run_1/met3.png
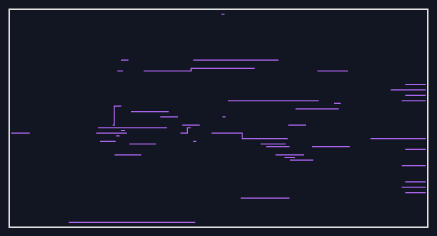
run_1/port_nets.png
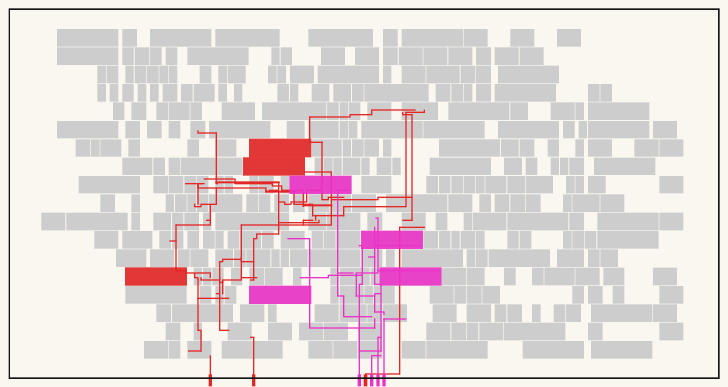
run_1/final_placement.png
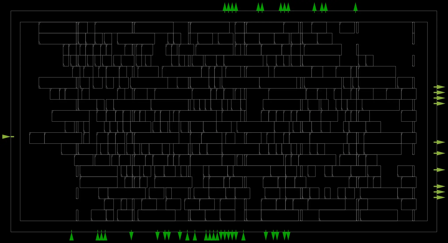
run_1/wire_density.png
The die is cut into 21 by 11 equal tiles; black is low, pale yellow is high, scaled to the fullest tile. Values are wire area over tile area, all layers added.
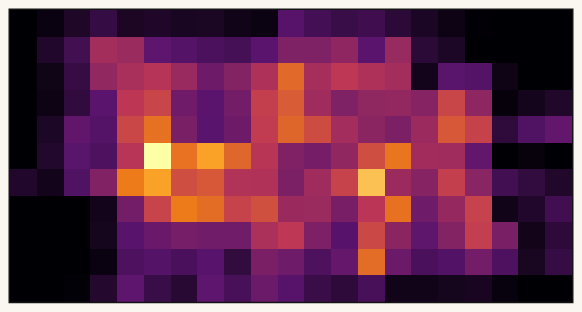
### config.mk
export PLATFORM = sky130hd
export DESIGN_NAME = game_sequencer
export DESIGN_NICKNAME = d
export VERILOG_FILES = /design/src/rtl/game_sequencer.sv
export SDC_FILE = /design/constraint.sdc
export NUM_CORES = 1
export LEC_CHECK = 0
export CAP_MARGIN = 20
export CORE_ASPECT_RATIO = 0.5
export CORE_MARGIN = 2
export CORE_UTILIZATION = 50
export DETAILED_ROUTE_END_ITERATION = 10
export GPL_TIMING_DRIVEN = 1
export PLACE_DENSITY = 0.85
export SYNTH_ARGS = -nofsm -noshare
export SYNTH_HDL_FRONTEND = slang
export SYNTH_SLANG_ARGS = --single-unit
### constraint.sdc
create_clock -name clk -period 2.6 [get_ports clk]
set_clock_uncertainty 0.1 [all_clocks]
set_input_delay 0.39 -clock clk [delete_from_list [all_inputs] [get_ports clk]]
set_output_delay 0.39 -clock clk [all_outputs]
set_load 0.01 [all_outputs]
### src/rtl/game_sequencer.sv
// Play-flow controller for the breakout game: sequences attract, load, serve, play,
// life-lost, level-clear and game-over, and owns lives, score, level and ball speed.
module game_sequencer #(
  parameter int LIVES        = 3,
  parameter int NUM_BRICKS   = 18,
  parameter int BRICK_PTS    = 10,
  parameter int SCORE_W      = 16,
  parameter int SERVE_FRAMES = 60,
  parameter int OVER_FRAMES  = 180,
  parameter int SPEED_INIT   = 5,
  parameter int SPEED_MAX    = 9
) (
  input  logic                              clk,
  input  logic                              rst_n,
  input  logic                              frame,
  input  logic                              btn1,
  input  logic                              btn2,
  input  logic                              brick_hit,
  input  logic                              ball_lost,
  input  logic [$clog2(NUM_BRICKS+1)-1:0]   bricks_left,
  output logic [2:0]                        state,
  output logic                              run,
  output logic                              load_level,
  output logic                              serve,
  output logic [$clog2(LIVES+1)-1:0]        lives,
  output logic [SCORE_W-1:0]                score,
  output logic [3:0]                        level,
  output logic [9:0]                        ball_speed
);

  localparam int LW   = $clog2(LIVES + 1);
  localparam int TMAX = (SERVE_FRAMES > OVER_FRAMES) ? SERVE_FRAMES : OVER_FRAMES;
  localparam int TW   = $clog2(TMAX + 1);

  typedef enum logic [2:0] {
    S_IDLE  = 3'd0,
    S_LOAD  = 3'd1,
    S_SERVE = 3'd2,
    S_PLAY  = 3'd3,
    S_LOST  = 3'd4,
    S_CLEAR = 3'd5,
    S_OVER  = 3'd6
  } state_t;

  state_t             r_state, w_state_nxt;
  logic               r_run, w_run_nxt;
  logic               r_load, w_load_nxt;
  logic               r_serve, w_serve_nxt;
  logic [LW-1:0]      r_lives, w_lives_nxt;
  logic [SCORE_W-1:0] r_score, w_score_nxt;
  logic [3:0]         r_level, w_level_nxt;
  logic [9:0]         r_speed, w_speed_nxt;
  logic [TW-1:0]      r_timer, w_timer_nxt;
  logic               r_btn_prev;

  logic               w_press;
  logic [TW-1:0]      w_timer_dec;
  logic [SCORE_W:0]   w_score_sum;
  logic [SCORE_W-1:0] w_score_sat;

  assign w_press     = (btn1 | btn2) & ~r_btn_prev;
  assign w_timer_dec = (r_timer == '0) ? '0 : r_timer - TW'(1);
  assign w_score_sum = {1'b0, r_score} + (SCORE_W+1)'(BRICK_PTS);
  assign w_score_sat = w_score_sum[SCORE_W] ? '1 : w_score_sum[SCORE_W-1:0];

  // NOTE: every next-state signal gets a default before the case so no path can infer a latch.
  always_comb begin
    w_state_nxt = r_state;
    w_run_nxt   = 1'b0;
    w_load_nxt  = 1'b0;
    w_serve_nxt = 1'b0;
    w_lives_nxt = r_lives;
    w_score_nxt = r_score;
    w_level_nxt = r_level;
    w_speed_nxt = r_speed;
    w_timer_nxt = r_timer;
    case (r_state)
      S_IDLE: if (w_press) begin
        w_state_nxt = S_LOAD;
        w_load_nxt  = 1'b1;
        w_lives_nxt = LW'(LIVES);
        w_score_nxt = '0;
        w_level_nxt = '0;
        w_speed_nxt = 10'(SPEED_INIT);
      end
      S_LOAD: begin
        w_state_nxt = S_SERVE;
        w_serve_nxt = 1'b1;
        w_timer_nxt = TW'(SERVE_FRAMES);
      end
      S_SERVE: if (frame) begin
        w_timer_nxt = w_timer_dec;
        if (r_timer <= TW'(1)) begin
          w_state_nxt = S_PLAY;
          w_run_nxt   = 1'b1;
        end
      end
      S_PLAY: begin
        w_run_nxt = 1'b1;
        if (brick_hit) w_score_nxt = w_score_sat;
        // Clearing the level outranks losing the ball on the same cycle.
        if (bricks_left == '0) begin
          w_state_nxt = S_CLEAR;
          w_run_nxt   = 1'b0;
          w_level_nxt = (r_level == 4'd15) ? r_level : r_level + 4'd1;
          w_speed_nxt = (r_speed >= 10'(SPEED_MAX)) ? r_speed : r_speed + 10'd1;
        end else if (ball_lost) begin
          w_run_nxt = 1'b0;
          if (r_lives <= LW'(1)) begin
            w_lives_nxt = '0;
            w_state_nxt = S_OVER;
            w_timer_nxt = TW'(OVER_FRAMES);
          end else begin
            w_lives_nxt = r_lives - LW'(1);
            w_state_nxt = S_LOST;
            w_timer_nxt = TW'(SERVE_FRAMES);
          end
        end
      end
      S_LOST: if (frame) begin
        w_timer_nxt = w_timer_dec;
        if (r_timer <= TW'(1)) begin
          w_state_nxt = S_SERVE;
          w_serve_nxt = 1'b1;
          w_timer_nxt = TW'(SERVE_FRAMES);
        end
      end
      S_CLEAR: begin
        w_state_nxt = S_LOAD;
        w_load_nxt  = 1'b1;
      end
      S_OVER: begin
        if (frame) w_timer_nxt = w_timer_dec;
        if (w_press && r_timer == '0) w_state_nxt = S_IDLE;
      end
      default: w_state_nxt = S_IDLE;
    endcase
  end

  // NOTE: sequential state uses non-blocking assignments so every register samples pre-edge values.
  always_ff @(posedge clk or negedge rst_n) begin
    if (!rst_n) begin
      r_state    <= S_IDLE;
      r_run      <= 1'b0;
      r_load     <= 1'b0;
      r_serve    <= 1'b0;
      r_lives    <= LW'(LIVES);
      r_score    <= '0;
      r_level    <= '0;
      r_speed    <= 10'(SPEED_INIT);
      r_timer    <= '0;
      r_btn_prev <= 1'b0;
    end else begin
      r_state    <= w_state_nxt;
      r_run      <= w_run_nxt;
      r_load     <= w_load_nxt;
      r_serve    <= w_serve_nxt;
      r_lives    <= w_lives_nxt;
      r_score    <= w_score_nxt;
      r_level    <= w_level_nxt;
      r_speed    <= w_speed_nxt;
      r_timer    <= w_timer_nxt;
      r_btn_prev <= btn1 | btn2;
    end
  end

  assign state      = r_state;
  assign run        = r_run;
  assign load_level = r_load;
  assign serve      = r_serve;
  assign lives      = r_lives;
  assign score      = r_score;
  assign level      = r_level;
  assign ball_speed = r_speed;

endmodule

==> Flow_metrics.wiki, run 1 <==
=== Synthesis and place and route ===
{| class="wikitable"
! Metric !! Value
|-
| Result of the run || completed
|-
| P per Cell Area || 846 mW/mm^2
|-
| Final tally of setup violations || 0
|-
| Clock latency on the worst-skew pair || 0.30 ns
|-
| Fraction of standard cell area in multi-input logic || 39.6%
|-
| Worst hold slack after final layout || 0.0187 ns
|-
| Ratio of final minimum period to clock period || 84.3%
|-
| Syn Nets || 300
|-
| Kind of launch point of the worst setup path || primary input
|-
| Average vias per placed instance || 5.71
|-
| Number of cells on the critical path || 6
|-
| Kind of capture point of the worst setup path || flop
|-
| Detailed router's first-iteration violation count || 105
|-
| Drc violations || 0
|-
| Largest net degree at the start of global routing || 30
|-
| Max Buffers Root-to-Sink || 2
|-
| Buffers & Inverters on Critical Path || 1
|-
| Worst Setup Slack post-DPL || 0.115 ns
|-
| Reg area || 0.00118 sq mm
|-
| Worst reg2reg path depth || 7
|-
| Library cell contributing the largest single delay on the critical path || or4_4
|-
| Final antenna-violating net count || 0
|-
| Yosys Chip Area || 0.00254 sq mm
|-
| Transition time at the pin with the least slew margin || 0.668 ns
|-
| Overall die height || 54.4 um
|-
| CTS tree || yes
|-
| Largest stage delay, worst path || 0.58 ns
|-
| Final tally of max-slew violations || 0
|-
| Relative slew slack || 55.5%
|-
| Area of the die || 0.00571 sq mm
|-
| Total standard cell area after synthesis || 0.00254 sq mm
|-
| Least setup slack across all paths after layout || 0.408 ns
|-
| Placer congestion estimate || 0.859
|-
| Clock buffers || 7
|-
| Count of hold-fix buffers inserted at cts || 0
|-
| Clock network area share || 3.30%
|-
| Clock slew at reported path FFs || 0.09 ns
|-
| Fraction of synthesis flops using an asynchronous set or reset pin || 100%
|-
| Total of max-cap violations || 0
|-
| CTS root buf || clkbuf_8
|-
| Total tool warning count || 30
|-
| Post-synthesis cell type count || 49
|-
| Antenna fix cells || 0
|-
| Biggest cell category by area in the final layout || combinational gates
|-
| # Cells Yosys || 280
|-
| Wire length of the first global-routing pass || 9720 um
|-
| Clock period minus final worst setup slack || 2.19 ns
|-
| Number of buffers inserted during clock tree synthesis || 5
|-
| Area Overhead vs Synth || 26.7%
|-
| Sequential-to-total area share from yosys stat || 46.4%
|-
| Resize count post-CTS || 0
|-
| DPL Wire Length || 4510 um
|-
| Number of combinational gates with multiple inputs || 212
|-
| Sequence of cells on the critical path || clkdlybuf4s50_1, or4_4, nor3_1, nand4_1, nor2_1, mux2i_1
|-
| RSZ-0062 raised after global routing || no
|-
| Cell row count || 18
|-
| Static Leak || 0.00131 uW
|-
| Remaining Overflow, GRT || 0
|-
| Flops out of synthesis || 47
|-
| Synthesis Warnings || 0
|-
| TNS Setup || 0 ns
|-
| Number of flops mapped to enable cells by yosys || 0
|-
| Number of hold violations in the final report || 0
|-
| Floorplan utilization || 51.8%
|-
| CP Data Arrival Time || 2.32 ns
|-
| Antenna violations before repair || 0
|-
| Core utilization of the finished layout || 65.7%
|-
| FMAX || 456 MHz
|-
| Fraction of layout cells with a size suffix above 1 || 9.28%
|-
| Family of cells with the greatest summed delay on the critical path || simple AND/OR/NAND/NOR gates
|-
| CP Max Fanout || 6
|-
| Detailed-routing iteration count for the pre-antenna-repair pass || 4
|-
| Number of buffers inserted by post-CTS setup repair || 0
|-
| Non-clock inverter count in the final layout || 13
|-
| Most instantiated flip-flop cell in the synthesis netlist || dfrtp_1
|-
| Via count of the first global-routing pass || 2,160
|-
| Number of cells produced by synthesis || 280
|-
| Combined area of the multi-input logic cells || 0.00128 sq mm
|-
| Final-layout fill cell count || 398
|-
| Max VDD drop || 522 uV
|-
| Post-synthesis area per instance || 9.09 sq um
|-
| Max H-tree Level || 2
|-
| Width of the die || 105 um
|-
| Placed cell count || 396
|-
| Path category of the worst min-delay check || primary input to asynchronous set/reset pin
|-
| Sink count of the clock tree || 47
|-
| Nets || 353
|-
| Worst setup path category || primary input to flop
|-
| Non-clock buffer total of the final layout || 54
|}
## Picture notes: met3.png
The layer carries 335 um of wire. 35 nets have wire on it.

## Picture notes: port_nets.png
Key: state = red [direction output, end cells 3, buffers 3, wire 356 um]; level = magenta [direction output, end cells 4, buffers 4, wire 170 um]
IO buf count: 49
Top-Level Pins: 50

## Picture notes: final_placement.png
Std-Cell Core Area: 0.00491 sq mm
non-filler instance count after layout: 404
FF+latch count: 47
register fraction of the total cell area: 36.6%
number of tapcells: 70

## Picture notes: wire_density.png
16% of the tiles are over half the peak. The densest ninth of the die: center. The fullest tile reaches 0.63.
post-detailed-route wirelength per cell: 15.0 um
number of vias after detailed routing: 2,305
routed wire length: 6070 um
GRT Util Overall: 21.8%

-- run 1: state kept, by name (all words and copies together) (netlist names) --
signal and count:
score 16, ball_speed 10, r_timer 8, level 4
state 3, lives 2, load_level 1, r_btn_prev 1
run 1, serve 1
-- run 1: kinds of logic after synthesis --
group                      after synthesis  synth area share (%)
AOI/OAI and AO/OA                       65                  15.6
buffers and inverters                   21                  3.39
DFF                                     47                  46.4
xor gates and xnor gates                 4                  1.38
and+or+nand+nor                        130                  27.3
muxes                                    5                  1.97
adders and majority gates                8                  3.93
-- run 1: cell usage after synthesis (all sizes together) (2+ instances only) --
cell | instances | area, sq um
o21a | 2 | 15.0
o221a | 2 | 22.5
ha | 8 | 100
o21ai | 18 | 90.1
nor2b | 4 | 25.0
a21oi | 19 | 95.1
clkbuf | 6 | 22.5
nand2b | 2 | 12.5
nand2 | 22 | 82.6
nand4 | 2 | 12.5
dfstp | 4 | 105
and2 | 9 | 56.3
or2 | 4 | 25.0
mux2i | 5 | 50.1
o22ai | 2 | 12.5
nand3 | 16 | 90.1
and3 | 4 | 26.3
nor3 | 22 | 115
a31oi | 9 | 56.3
xnor2 | 2 | 17.5
inv | 13 | 48.8
nor3b | 2 | 15.0
xor2 | 2 | 17.5
o211ai | 3 | 22.5
or4 | 2 | 22.5
buf | 2 | 15.0
nor2 | 29 | 109
nor4 | 7 | 58.8
dfrtp | 43 | 1080
or3 | 2 | 13.8
a211o | 2 | 17.5
-- run 1: metal layers --
metal	routed length, um	track usage [%]	up-vias
li1	-	-	1112
met1	2570	24.6	1114
met2	3080	43.3	71
met3	335	3.69	8
met4	80	8.44	0
met5	0	0	-
-- run 1: metrics by stage --
step                power, uW  area, sq um
floorplan                1760         2540
global placement         2160         3120
detailed placement       2210         3120
CTS                      2740         3220
global route             2910         3220
finish                   2730         3220
-- run 1: worst paths after layout --
check	startpoint	to	slack, ns
max reg2reg	r_timer[0]	r_timer[3]	0.46
max	bricks_left[0]	ball_speed[2]	0.41
min reg2reg	lives[1]	lives[0]	0.40
min	rst_n	level[3]	0.02
max in group asynchronous	rst_n	lives[1]	1.70
min in group clk	lives[1]	lives[0]	0.40
-- run 1: layout by cell type (no fill, tap or decap), types with 2 or more instances in the layout --
cell / count
mux2i_1: 5
a31oi_1: 9
o22ai_1: 2
and2_1: 9
nor3b_1: 2
inv_1: 13
a211o_1: 2
xnor2_1: 2
buf_4: 5
or4_4: 2
ha_1: 8
nand2b_1: 2
nor2b_1: 4
and3_1: 3
nor4_1: 6
or2_2: 3
clkbuf_1: 2
clkbuf_8: 5
nand3_1: 14
o221a_2: 2
a21oi_1: 19
o211ai_1: 3
o21a_1: 2
clkdlybuf4s50_1: 48
nor2_1: 29
nand4_1: 2
dfrtp_1: 43
nor3_1: 21
nand3_2: 2
nand2_1: 22
o21ai_0: 18
xor2_1: 2
dfstp_2: 4
-- run 1: report_power, final --
group          switching (uW)  internal [uW]
registers                 270            922
logic                     506            502
clock network             239            288
total                    1010           1710
--- run 2 (diff from run 1) ---
==> constraint.sdc (replaced) <==
create_clock -name clk -period 2.15 [get_ports clk]
set_clock_uncertainty 0.1 [all_clocks]
set_input_delay 0.3225 -clock clk [delete_from_list [all_inputs] [get_ports clk]]
set_output_delay 0.3225 -clock clk [all_outputs]
set_load 0.01 [all_outputs]
run_2/final_placement.png
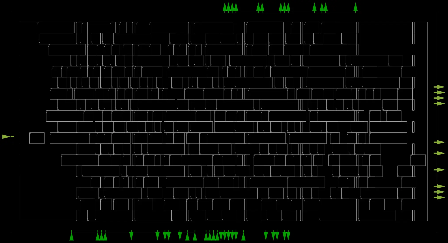
non-filler instance count after layout: 422
register fraction of the total cell area: 35.1%
core utilization of the finished layout: 68.6%
cell row count: 18
final-layout fill cell count: 392

run_2/port_nets.png
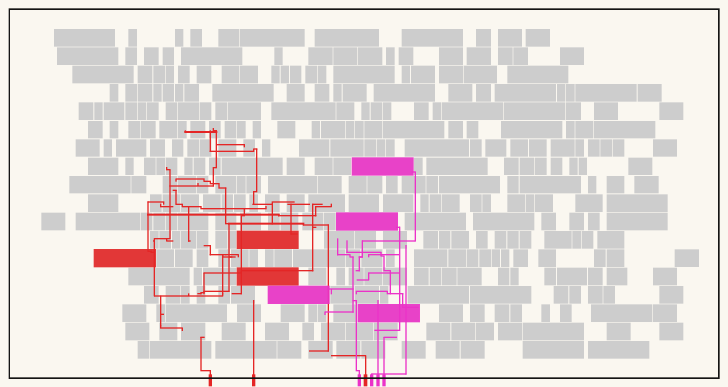
Key: state = red [direction output, end cells 3, buffers 5, wire 323 um]; level = magenta [direction output, end cells 4, buffers 4, wire 159 um]

run_2/registers.png
Other sequential cells in the stronger gray, the rest of the logic in the fainter gray.
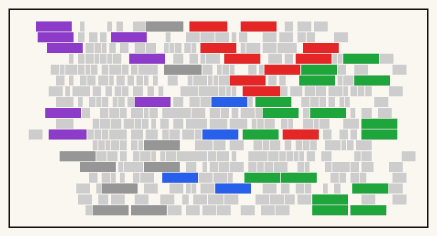
Key: ball_speed = red [flops 10, where top center]; r_timer = purple [flops 8, where upper left]; level = blue [flops 4]; score = green [flops 16]
Another 9 sequential cells are not colored.

==> run 2 against run 1 <==
The run now ends with negative hold slack left. Critical path depth increased by 1. Sequential share of layout area shrank 1.5 points. Routed wire length is 8.3% higher. Sequential power is 18% higher. Sequential cell count did not move. Die area unchanged. Combinational power grew 37%. Worst setup slack lost 0.31 ns.
==> Flow_metrics.wiki, run 2 <==
=== Synthesis and place and route ===
{| class="wikitable"
! Metric !! Value
|-
| Result of the run || finished, violations left
|-
| Violations in the final reports || negative hold slack
|-
| IO buf count || 49
|-
| NetSw || 1310 uW
|-
| Placer congestion estimate || 0.919
|-
| Total of max-cap violations || 0
|-
| Number of flip-flops under the largest register name || 16
|-
| P per Cell Area || 991 mW/mm^2
|-
| Transition time at the pin with the least slew margin || 0.600 ns
|-
| Flops out of synthesis || 47
|-
| Number of buffers inserted during clock tree synthesis || 5
|-
| Sink count of the clock tree || 47
|-
| Largest net degree at the start of global routing || 48
|-
| Antenna fix cells || 0
|-
| Clock network fraction of total power || 16.5%
|-
| Sequential group share of total power || 42.1%
|-
| Post-synthesis area per instance || 9.09 sq um
|-
| Floorplan utilization || 51.8%
|-
| Total standard cell area after synthesis || 0.00254 sq mm
|-
| Relative slew slack || 60.0%
|-
| Number of cells produced by synthesis || 280
|-
| Worst hold slack after final layout || -0.0162 ns
|-
| Most instantiated flip-flop cell in the synthesis netlist || dfrtp_1
|-
| Kind of launch point of the worst setup path || flop
|-
| Overall die height || 54.4 um
|-
| Top cell excl fill/tap || clkdlybuf4s50_1
|-
| Combined area of the multi-input logic cells || 0.00129 sq mm
|-
| Leading area contributor after synthesis || dfrtp_1
|-
| Static Leak || 0.00139 uW
|-
| Total tool warning count || 31
|-
| Antenna violations before repair || 0
|-
| RSZ-0062 raised after global routing || yes
|-
| Sw frac || 39.4%
|-
| Wire length of the first global-routing pass || 10,500 um
|-
| Synthesis Warnings || 0
|-
| Internal power summed over all cells || 2020 uW
|-
| DPL Wire Length || 4660 um
|-
| Number of hold violations in the final report || 10
|-
| Std-Cell Core Area || 0.00491 sq mm
|-
| Top-Level Pins || 50
|-
| CP Data Arrival Time || 2.13 ns
|-
| Fraction of synthesis flops using an asynchronous set or reset pin || 100%
|-
| Final tally of max-slew violations || 0
|-
| Most popular library cell in the synthesized design by count || dfrtp_1
|-
| Post-route total power || 3330 uW
|-
| FMAX || 488 MHz
|-
| Width of the die || 105 um
|-
| Least setup slack across all paths after layout || 0.101 ns
|-
| GRT Util Overall || 23.5%
|-
| Reg area || 0.00118 sq mm
|-
| Area of the die || 0.00571 sq mm
|-
| Max H-tree Level || 2
|-
| Routed wire length || 6580 um
|-
| Kind of capture point of the worst setup path || flop
|-
| Number of vias after detailed routing || 2,436
|-
| Max VDD drop || 540 uV
|-
| Ratio of final minimum period to clock period || 95.3%
|-
| Post-detailed-route wirelength per cell || 15.6 um
|-
| Area Overhead vs Synth || 32.3%
|-
| Proportion of netlist area held by the largest area contributor || 42.3%
|-
| Remaining Overflow, GRT || 0
|-
| CTS tree || yes
|-
| Number of flops mapped to enable cells by yosys || 0
|-
| Detailed router's first-iteration violation count || 125
|-
| Yosys Chip Area || 0.00254 sq mm
|-
| Synth top area cells || dfrtp_1 42%, nor2_1 4.3%, dfstp_2 4.1%
|-
| Path category of the worst min-delay check || primary input to asynchronous set/reset pin
|-
| Logic pwr share || 41.4%
|-
| Final antenna-violating net count || 0
|-
| Average vias per placed instance || 5.77
|-
| # Cells Yosys || 280
|-
| Max Buffers Root-to-Sink || 2
|-
| Placed cell count || 414
|-
| Detailed-routing iteration count for the pre-antenna-repair pass || 5
|-
| Sequential-to-total area share from yosys stat || 46.4%
|-
| Syn Nets || 300
|-
| Via count of the first global-routing pass || 2,254
|-
| Worst Setup Slack post-DPL || -0.163 ns
|-
| Clock latency on the worst-skew pair || 0.31 ns
|-
| Commonest cells post-synth || 43 x dfrtp_1, 29 x nor2_1, 22 x nand2_1
|-
| Worst setup path category || flop to flop
|-
| Fraction of layout cells with a size suffix above 1 || 15.3%
|-
| Post-synthesis cell type count || 49
|-
| CP Max Fanout || 5
|-
| Most used cells in the layout excluding fill and tap cells || 48 x clkdlybuf4s50_1, 42 x dfrtp_1, 29 x nor2_1
|-
| Clock slew at reported path FFs || 0.09 ns
|-
| Final tally of setup violations || 0
|-
| Nets || 371
|-
| CTS root buf || clkbuf_8
|-
| Clock period minus final worst setup slack || 2.05 ns
|-
| Drc violations || 0
|-
| Data required time of the worst path || 2.23 ns
|}
-- run 2: cell counts after synthesis --
Identical to the previous run, type by type.
-- run 2: critical path, cell delays in order (launching register included) --
cell	delay [ns]
dfrtp_1	0.44
inv_1	0.12
ha_1	0.26
or2_2	0.35
nand3_1	0.13
nor3_1	0.06
a2111oi_0	0.40
nor3_1	0.08
-- run 2: final timing paths --
check / slack, ns / cells after the start / startpoint / to
max: 0.10 / 7 / r_timer[1] / r_timer[3]
min in group clk: 0.40 / 2 / lives[1] / lives[0]
min: -0.02 / 2 / rst_n / load_level
max in group asynchronous: 1.54 / 2 / rst_n / r_timer[0]
max reg2reg: 0.10 / 7 / r_timer[1] / r_timer[3]
min reg2reg: 0.40 / 2 / lives[1] / lives[0]
-- run 2: timing repair --
action,4_1_cts,5_1_grt
endpoints found under the hold margin,0,0
gates resized,0,4
setup endpoints to repair,0,7
buffers inserted,0,0
hold buffers,0,0
-- run 2: area by class of cell --
cell class,count,share of cell area [%]
Clock buffer,5,2.04
Clock inverter,3,0.595
Inverter,13,1.45
Multi-Input combinational cell,212,38.3
Sequential cell,47,35.1
Tap cell,70,2.60
Timing Repair Buffer,72,19.9
-- run 2: per-stage QoR --
stage / setup TNS [ns] / area (sq um)
floorplan: 0 / 2540
global placement: -0.598 / 3270
detailed placement: -1.36 / 3270
CTS: 0 / 3350
global route: -0.0101 / 3370
finish: 0 / 3370
-- run 2: cells by family (layout without fill, tap and decap cells) --
kind of cell / Yosys count / after routing / share of synthesized area (%)
simple gates: 130 / 130 / 27.3
compound gates: 65 / 65 / 15.6
flops: 47 / 47 / 46.4
buf+inv: 21 / 93 / 3.39
fa+ha+maj: 8 / 8 / 3.93
mux: 5 / 5 / 1.97
xor+xnor: 4 / 4 / 1.38
-- run 2: metal layers --
| layer | global-route usage, % | vias to the layer above | wire length, um | part of all wire [%] |
|---|---|---|---|---|
| met5 | 0 | - | 0 | 0 |
| met4 | 7.78 | 0 | 112 | 1.7 |
| met3 | 5.36 | 15 | 361 | 5.5 |
| met2 | 43.2 | 91 | 3320 | 50 |
| met1 | 28.5 | 1177 | 2790 | 42 |
| li1 | - | 1153 | - | - |
-- run 2: power by group through the flow --
stage	registers, uW	logic (uW)	clock network, uW
after floorplan	1420	713	0
after global placement	1390	1290	0
after detailed placement	1410	1360	0
after CTS	1400	1370	555
after global routing	1450	1520	578
final	1410	1380	550
Power is estimated from default activity; no workload was simulated.
